## src/rtl/m_seg_scan.sv

```systemverilog
// Purpose: scans six BCD time digits onto a multiplexed common-anode 7-segment display.
// Latency: one registered stage from counter state and inputs to seg/dp/an.
// Backpressure: none; free-running scan, inputs sampled every cycle.
module m_seg_scan #(
    parameter int SCAN_DIV = 50000,
    parameter int DEAD     = 16,
    parameter bit BLANK_LZ = 1'b1
) (
    input  logic       clk,
    input  logic       rst_n,
    input  logic [3:0] hour_high,
    input  logic [3:0] hour_low,
    input  logic [3:0] min_high,
    input  logic [3:0] min_low,
    input  logic [3:0] sec_high,
    input  logic [3:0] sec_low,
    input  logic [1:0] blink_sel,
    input  logic       blink_phase,
    output logic [6:0] seg,
    output logic       dp,
    output logic [5:0] an
);

    localparam int CW = $clog2(SCAN_DIV);
    localparam logic [CW-1:0] CNT_LAST = CW'(SCAN_DIV - 1);
    localparam logic [CW-1:0] DEAD_C   = CW'(DEAD);

    localparam logic [1:0] BLINK_NONE = 2'd0;
    localparam logic [1:0] BLINK_HOUR = 2'd1;
    localparam logic [1:0] BLINK_MIN  = 2'd2;
    localparam logic [1:0] BLINK_SEC  = 2'd3;

    localparam logic [6:0] SEG_BLANK = 7'h7F;

    logic [CW-1:0] cnt;
    logic [2:0]    idx;
    logic          wrap;

    logic [3:0]    digit;
    logic          field_hit;
    logic          lz_blank;
    logic          dark;
    logic          lit;
    logic [6:0]    seg_nxt;
    logic          dp_nxt;
    logic [5:0]    an_nxt;

    // Active-low segment pattern {g,f,e,d,c,b,a}; non-BCD codes are blank.
    function automatic logic [6:0] bcd_to_seg(input logic [3:0] d);
        logic [6:0] s;
        case (d)
            4'd0:    s = 7'h40;
            4'd1:    s = 7'h79;
            4'd2:    s = 7'h24;
            4'd3:    s = 7'h30;
            4'd4:    s = 7'h19;
            4'd5:    s = 7'h12;
            4'd6:    s = 7'h02;
            4'd7:    s = 7'h78;
            4'd8:    s = 7'h00;
            4'd9:    s = 7'h10;
            default: s = SEG_BLANK;
        endcase
        return s;
    endfunction

    assign wrap = (cnt == CNT_LAST);

    // Slot counter: counts cycles inside one digit slot.
    always_ff @(posedge clk or negedge rst_n) begin
        if (!rst_n) begin
            cnt <= '0;
        end else if (wrap) begin
            cnt <= '0;
        end else begin
            cnt <= cnt + 1'b1;
        end
    end

    // Digit index: advances once per slot, recovering to 0 from any out-of-range value.
    always_ff @(posedge clk or negedge rst_n) begin
        if (!rst_n) begin
            idx <= 3'd0;
        end else if (wrap) begin
            idx <= (idx >= 3'd5) ? 3'd0 : idx + 3'd1;
        end
    end

    // Select the BCD digit for the current slot, rightmost digit first.
    always_comb begin
        digit = 4'hF;
        case (idx)
            3'd0:    digit = sec_low;
            3'd1:    digit = sec_high;
            3'd2:    digit = min_low;
            3'd3:    digit = min_high;
            3'd4:    digit = hour_low;
            3'd5:    digit = hour_high;
            default: digit = 4'hF;
        endcase
    end

    // Work out whether the current slot is in the field being blinked.
    always_comb begin
        field_hit = 1'b0;
        case (blink_sel)
            BLINK_NONE: field_hit = 1'b0;
            BLINK_HOUR: field_hit = (idx == 3'd4) || (idx == 3'd5);
            BLINK_MIN:  field_hit = (idx == 3'd2) || (idx == 3'd3);
            BLINK_SEC:  field_hit = (idx == 3'd0) || (idx == 3'd1);
            default:    field_hit = 1'b0;
        endcase
    end

    // Next segment/dp/anode values; anode is held off during the dead time
    // so the previous digit's pattern never ghosts onto the new anode.
    always_comb begin
        lz_blank = BLANK_LZ && (idx == 3'd5) && (hour_high == 4'd0);
        dark     = blink_phase && field_hit;
        lit      = (cnt >= DEAD_C);

        seg_nxt = bcd_to_seg(digit);
        dp_nxt  = !((idx == 3'd2) || (idx == 3'd4));
        if (lz_blank) begin
            seg_nxt = SEG_BLANK;
        end
        if (dark) begin
            seg_nxt = SEG_BLANK;
            dp_nxt  = 1'b1;
        end

        // Shifting past bit 5 for idx 6/7 leaves every anode off.
        an_nxt = lit ? ~(6'd1 << idx) : 6'h3F;
    end

    // Output registers: no combinational path from inputs to pins.
    always_ff @(posedge clk or negedge rst_n) begin
        if (!rst_n) begin
            seg <= SEG_BLANK;
            dp  <= 1'b1;
            an  <= 6'h3F;
        end else begin
            seg <= seg_nxt;
            dp  <= dp_nxt;
            an  <= an_nxt;
        end
    end

endmodule

```

## config.mk

```make
export PLATFORM = sky130hd
export DESIGN_NAME = m_seg_scan
export DESIGN_NICKNAME = d
export VERILOG_FILES = /design/src/rtl/m_seg_scan.sv
export SDC_FILE = /design/constraint.sdc
export NUM_CORES = 1
export LEC_CHECK = 0
export CORE_ASPECT_RATIO = 1.1
export CORE_MARGIN = 10
export CORE_UTILIZATION = 40
export DETAILED_ROUTE_END_ITERATION = 8
export GPL_ROUTABILITY_DRIVEN = 1
export GPL_TIMING_DRIVEN = 0
export PLACE_DENSITY = 0.7
export SYNTH_ARGS = -nofsm -noshare
export SYNTH_HDL_FRONTEND = slang
export SYNTH_SLANG_ARGS = --single-unit
```

## constraint.sdc

```tcl
create_clock -name clk -period 2.95 [get_ports clk]
set_input_delay 0.59 -clock clk [delete_from_list [all_inputs] [get_ports clk]]
set_output_delay 0.59 -clock clk [all_outputs]
set_load 0.02 [all_outputs]
```

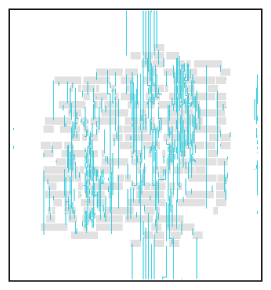
**Above:** run 1 (metal 2).
Drawn at 3 px/um.
longest straight run	47.6 um
share of all routed wire	50%

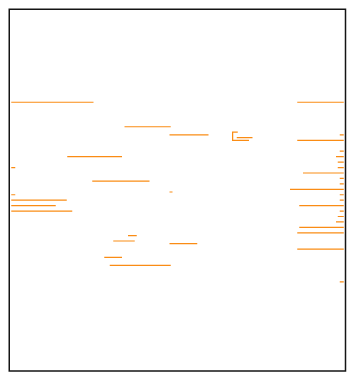
**Above:** run 1 (metal 3).
Drawn at 4 px/um.
main direction	horizontal
share of all routed wire	5.9%
longest straight run	20.2 um
wire length on this layer	255 um
nets with wire on the layer	34
post-detailed-routing wire length: 4.29 mm
vias: 1489
met3 track utilization from global routing: 0.0415

==> flow report, run 1 <==
==============================================================================
Number of stages on the worst setup path                                    10
Fraction of final layout cells sized beyond drive strength 1             0.126
Worst Reg2Reg Path Length in Cells                                          10
Mean number of vias per cell                                              5.24
Remaining global-route overflow                                              0
Drt initial violations                                                      47
Setup-violating endpoint count in the final report                           0
Setup Crit Path Kind                                                reg -> reg
Pin slew with the least headroom to its limit                         0.704 ns
Die x size                                                             83.7 um
CP Buf/Inv Count                                                             3
Arrival time of data at the critical path endpoint                     2.84 ns
Result of the run                                                 finished, final reports clean
Leakage power                                                       0.00101 uW
Insertion delay of the later-clocked pin in the worst-skew pair        0.29 ns
Post-place instance area                                             2270 um^2
Cell type with the largest total area after synthesis                  dfrtp_1
Synthesized area per cell                                            9.91 um^2
Final Util                                                               0.550
Maximum fanout encountered on the critical timing path                      10
Post-synth seq share                                                     0.473
Count of port buffers added during placement                                42
Startpoint kind of the worst setup timing path                        register
H-tree levels                                                                2
Root buffer cell                                                      clkbuf_8
Number of hold violations in the final report                                0
Total power                                                            1000 uW
OpenROAD warning count                                                      33
Cell family contributing the most delay on the critical path      AND-OR/OR-AND gates
Top logic cells by instance count in the layout                   clkdlybuf4s50_1 (41), nand2_1 (19), dfrtp_1 (19), dfstp_2 (14), nand3_1 (13)
Cts bufs inserted                                                            5
==============================================================================
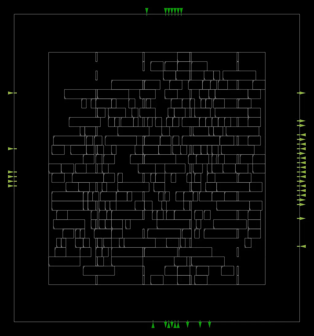
**Above:** run 1 (cell outlines without signal wires).
flop share of the area: 0.355
fillers: 395
sequential cells: 33
total number of placement rows: 25

-- run 1: layer usage --
layer	track usage	routed length, um	vias up
li1	-	-	728
met1	0.126	1850	709
met5	0	0	-
met4	0.0335	54	0
met2	0.196	2130	45
met3	0.0415	254	7
-- run 1: layout make-up --
| cell class | count | area share |
|---|---|---|
| timing repair buffer | 42 | 0.175 |
| tap | 54 | 0.0285 |
| buffer | 5 | 0.0121 |
| sequential | 33 | 0.355 |
| multi-input combinational | 132 | 0.368 |
| clock buffer | 6 | 0.0306 |
| inverter | 10 | 0.0158 |
| clock inverter | 2 | 0.0148 |
-- run 1: where the power goes --
part / internal [uW] / total (uW) / switching, uW
registers: 468 / 470 / 1.72
logic: 63.3 / 116 / 52.5
clock network: 250 / 414 / 164
==> run 1 -> run 2 <==
--- a/config.mk
+++ b/config.mk
@@ -5,13 +5,15 @@
 export SDC_FILE = /design/constraint.sdc
 export NUM_CORES = 1
 export LEC_CHECK = 0
+export ABC_AREA = 1
 export CORE_ASPECT_RATIO = 1.1
 export CORE_MARGIN = 10
 export CORE_UTILIZATION = 40
 export DETAILED_ROUTE_END_ITERATION = 8
 export GPL_ROUTABILITY_DRIVEN = 1
 export GPL_TIMING_DRIVEN = 0
-export PLACE_DENSITY = 0.7
+export PLACE_DENSITY = 0.69
+export SKIP_CTS_REPAIR_TIMING = 1
 export SYNTH_ARGS = -nofsm -noshare
 export SYNTH_HDL_FRONTEND = slang
 export SYNTH_SLANG_ARGS = --single-unit
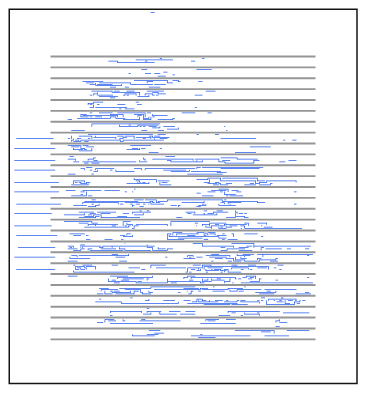
**Above:** run 2 (signal wires on met1).
Drawn at 4 px/um. Supply wires on this layer in gray.
wire length on this layer	2010 um
longest straight run	17.9 um
share of all routed wire	45%

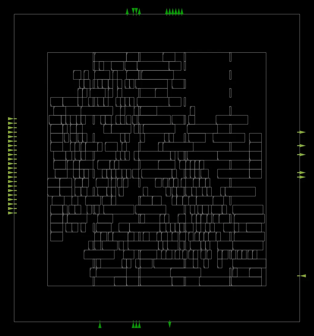
**Above:** run 2 (cell outlines without signal wires).
number of standard cells in the final layout excluding fillers: 366
n_taps: 56
Final Util: 0.544

==> run 2 against run 1 <==
  * Maximum frequency up 17%
  * Synthesized area up 9.3%
  * Via count up 16%
  * Cell count up 29%
  * Setup slack better by 0.38 ns
  * Critical path type unchanged
  * Critical endpoint is now seg[1]
  * Highest routed layer unchanged
==> flow report, run 2 <==
==============================================================================
Result of the run                                                 finished, final reports clean
Setup-violating endpoint count in the final report                           0   unchanged
Routed length on met2                                                  2.11 mm   -1.2%
Part of the total power dissipated in combinational logic                0.129   +0.013
Top logic cells by instance count in the layout                   nand2_1 (80), clkdlybuf4s50_1 (42), inv_1 (35), nor2_1 (28), nand3_1 (25)
Vias                                                                      1725   +16%
Internal cell power                                                     698 uW   -11%
Maximum fanout encountered on the critical timing path                       7   -3
Setup Crit Path Kind                                                reg -> reg
Post-detailed-routing wire length                                      4.50 mm   +5.0%
Insertion delay of the later-clocked pin in the worst-skew pair        0.28 ns   about the same
Metal1 wirelength                                                      2.01 mm   +8.8%
GR met2 Demand/Resource                                                  0.192   -0.00415
Post-synth seq share                                                     0.433   -0.0400
Fraction of final layout cells sized beyond drive strength 1             0.103   -0.0229
Cts bufs inserted                                                            5   unchanged
Die x size                                                             86.6 um   +3.4%
Worst Reg2Reg Path Length in Cells                                           9   -1
Clock Network Area Fraction                                             0.0319   -0.0134
Total number of placement rows                                              26   +4.0%
Power dissipated in combinational cells                                 117 uW   about the same
Pin slew with the least headroom to its limit                         0.648 ns   -0.0566 ns
Most used routing layer in global routing                                 met2
Mean number of vias per cell                                              4.71   -10%
Synthesized area per cell                                            7.53 um^2   -24%
Cell type with the largest total area after synthesis                  dfrtp_1
Count of port buffers added during placement                                42   unchanged
Buffering overhead                                                       0.183   -0.00442
Logic gate fraction of the total cell area                               0.371   +0.00285
OpenROAD warning count                                                      33   unchanged
Clk pwr                                                                 322 uW   -22%
Mi-comb count                                                              185   +40%
Startpoint kind of the worst setup timing path                        register
Net Sw Power                                                            212 uW   -2.9%
Arrival time of data at the critical path endpoint                     2.49 ns   -0.35 ns
Sequential cells                                                            33   unchanged
Global-route track usage on met1                                         0.134   +0.00817
Total power                                                             910 uW   -9.0%
Routed wire length on met3                                              310 um   +22%
Area-dominant cell class after layout                             multi-input combinational cells
H-tree levels                                                                2   unchanged
Fillers                                                                    467   +18%
Remaining global-route overflow                                              0   unchanged
Main power group                                                     registers
Switching Fraction                                                       0.233   +0.0147
==============================================================================
## run 2: netlist changes by cell type after synthesis, sizes merged, moves of 3 or more
| cell | delta |
|---|---|
| and2 | -3 |
| nor2 | +19 |
| nand3 | +12 |
| xnor2 | -7 |
| a22oi | -5 |
| inv | +28 |
| and3 | -5 |
| nor2b | -4 |
| nand2 | +62 |
| o21ai | -5 |
## run 2: through the flow
stage / utilization / cells / area, um^2
after floorplan: - / 259 / 1950
after global placement: 0.521 / 357 / 2440
after detailed placement: 0.527 / 358 / 2470
after CTS: 0.544 / 366 / 2550
after global routing: 0.544 / 366 / 2550
final: 0.544 / 366 / 2550
## run 2: critical path, delay by kind of cell (launching register included)
family                     cells  cell delay [ns]
adders and majority gates      3             0.77
buffers and inverters          1             0.13
DFF                            1             0.45
and+or+nand+nor                5             0.83
==> run 2 -> run 3 <==
==> constraint.sdc (replaced) <==
create_clock -name clk -period 2.1 [get_ports clk]
set_input_delay 0.42 -clock clk [delete_from_list [all_inputs] [get_ports clk]]
set_output_delay 0.42 -clock clk [all_outputs]
set_load 0.02 [all_outputs]
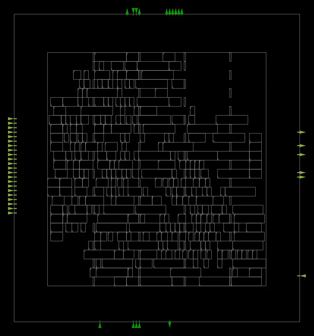
**Above:** run 3 (cell outlines without signal wires).
core box area: 4680 um^2
flop share of the area: 0.314
number of standard cells in the final layout excluding fillers: 373
total number of placement rows: 26
fillers: 444

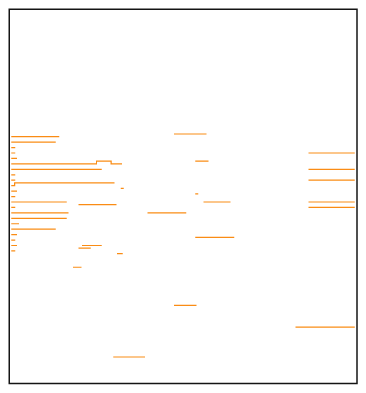
**Above:** run 3 (metal 3).
Drawn at 4 px/um.
share of all routed wire	6.4%
main direction	horizontal
nets with wire on the layer	36
wire length on this layer	303 um
post-detailed-routing wire length: 4.74 mm
met3 track utilization from global routing: 0.0425
vias: 1771

==> run 3 against run 2 <==
  * Count of clock-buffer cells in the layout unchanged
  * Global-route usage unchanged
  * Design area up 5.4%
  * Hold slack about the same
  * Core utilization up 2.9 points
  * Clock power up about 40%
  * Total power up 41%
  * Highest routed layer unchanged
  * Critical path type unchanged
  * Wire length up 5.3%
  * Synthesized cell count unchanged
==> flow report, run 3 <==
======================================================================================
Result of the run                                                         finished, final reports clean
Remaining global-route overflow                                                      0   unchanged
Total power                                                                    1290 uW   +41%
Clk pwr                                                                         451 uW   +40%
Global-route track usage on met1                                                 0.134   unchanged
Worst path required time                                                       2.32 ns
Power dissipated in combinational cells                                         174 uW   +49%
Die x size                                                                     86.6 um   unchanged
Detailed-route wire length per cell                                            12.7 um
Setup Crit Path Kind                                                        reg -> reg
Post-synth seq share                                                             0.433   unchanged
Synthesized area per cell                                                    7.53 um^2   unchanged
Part of the total power dissipated in combinational logic                        0.135   +0.006
Post-synthesis chip area from yosys                                          1950 um^2
Register with the highest flop count                                               cnt
Arrival time of data at the critical path endpoint                             2.24 ns   -0.25 ns
Cell type with the largest total area after synthesis                          dfrtp_1
Post-place instance area                                                     2470 um^2   unchanged
Worst Reg2Reg Path Length in Cells                                                   9   unchanged
Setup-violating endpoint count in the final report                                   0   unchanged
Insertion delay of the later-clocked pin in the worst-skew pair                0.28 ns   about the same
OpenROAD warning count                                                              33   unchanged
Worst Hold Slack                                                              0.499 ns
H-tree levels                                                                        2   unchanged
Routed length on met2                                                          2.24 mm   +6.2%
Area of all placed cells without fillers                                     2690 um^2   +5.4%
Switching Fraction                                                               0.233   +0.000595
Maximum number of pins on one net before global-route repair                        22
Global-route wire length before repair                                         7.64 mm
Core utilization before placement                                                0.416
Top logic cells by instance count in the layout                           nand2_1 (79), clkdlybuf4s50_1 (42), inv_1 (31), nor2_1 (26), nand3_1 (23)
Startpoint kind of the worst setup timing path                                register
Metal1 wirelength                                                              2.11 mm   +5.0%
Fraction of final layout cells sized beyond drive strength 1                     0.174   +0.0703
Maximum fanout encountered on the critical timing path                               5   -2
GR met2 Demand/Resource                                                          0.192   unchanged
Mean number of vias per cell                                                      4.75   +0.74%
Sequential logic power                                                          661 uW
Net Sw Power                                                                    300 uW   +42%
Main power group                                                             registers
Most used routing layer in global routing                                         met2
Normalized max-slew margin                                                       0.567
Weighted congestion reported at the end of routability-driven placement          0.866
Routed wire length on met3                                                      303 um   -2.3%
Pin slew with the least headroom to its limit                                 0.648 ns   +0.0000962 ns
Internal cell power                                                             986 uW   +41%
Cts bufs inserted                                                                    5   unchanged
======================================================================================
run 3: cell counts after synthesis:
Identical to the previous run, type by type.
run 3: cell type report:
cell class | count | area, um^2 | share of cell area
clock buffers | 7 | 76.3 | 0.0284
plain buffers | 3 | 23.8 | 0.00885
flip-flops and latches | 33 | 845 | 0.314
repair buffers | 50 | 500 | 0.186
inverters | 38 | 143 | 0.0531
multi-input cells | 185 | 1020 | 0.381
clock inverters | 1 | 5.00 | 0.00186
well taps | 56 | 70.1 | 0.0261
run 3: worst max-delay path, stage by stage, from the launching register on:
cell	delay, ns
dfrtp_2	0.45
ha_4	0.17
ha_4	0.17
nand2_1	0.08
nand3_2	0.10
nor3_4	0.29
inv_2	0.10
ha_4	0.22
or2_2	0.28
nand2_1	0.07

==> layout pictures side by side <==
Ports around the boundary.
Drawn at 4 px/um. Pins as bars across the die edge, other pins in gray.
shot_01.png
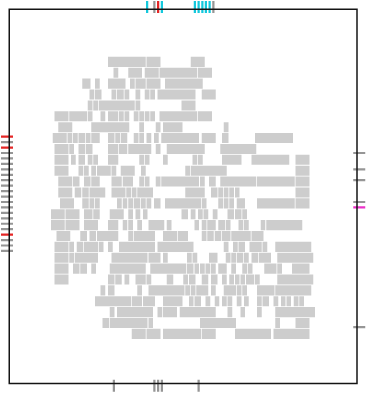
shot_02.png
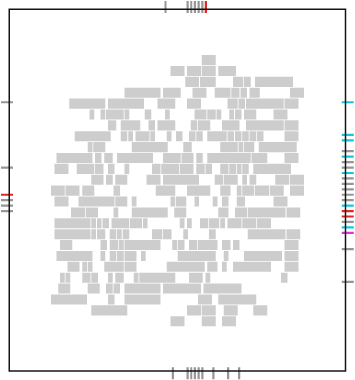
shot_02.png: run 1
shot_01.png: run 3

Power is estimated from default activity; no workload was simulated.
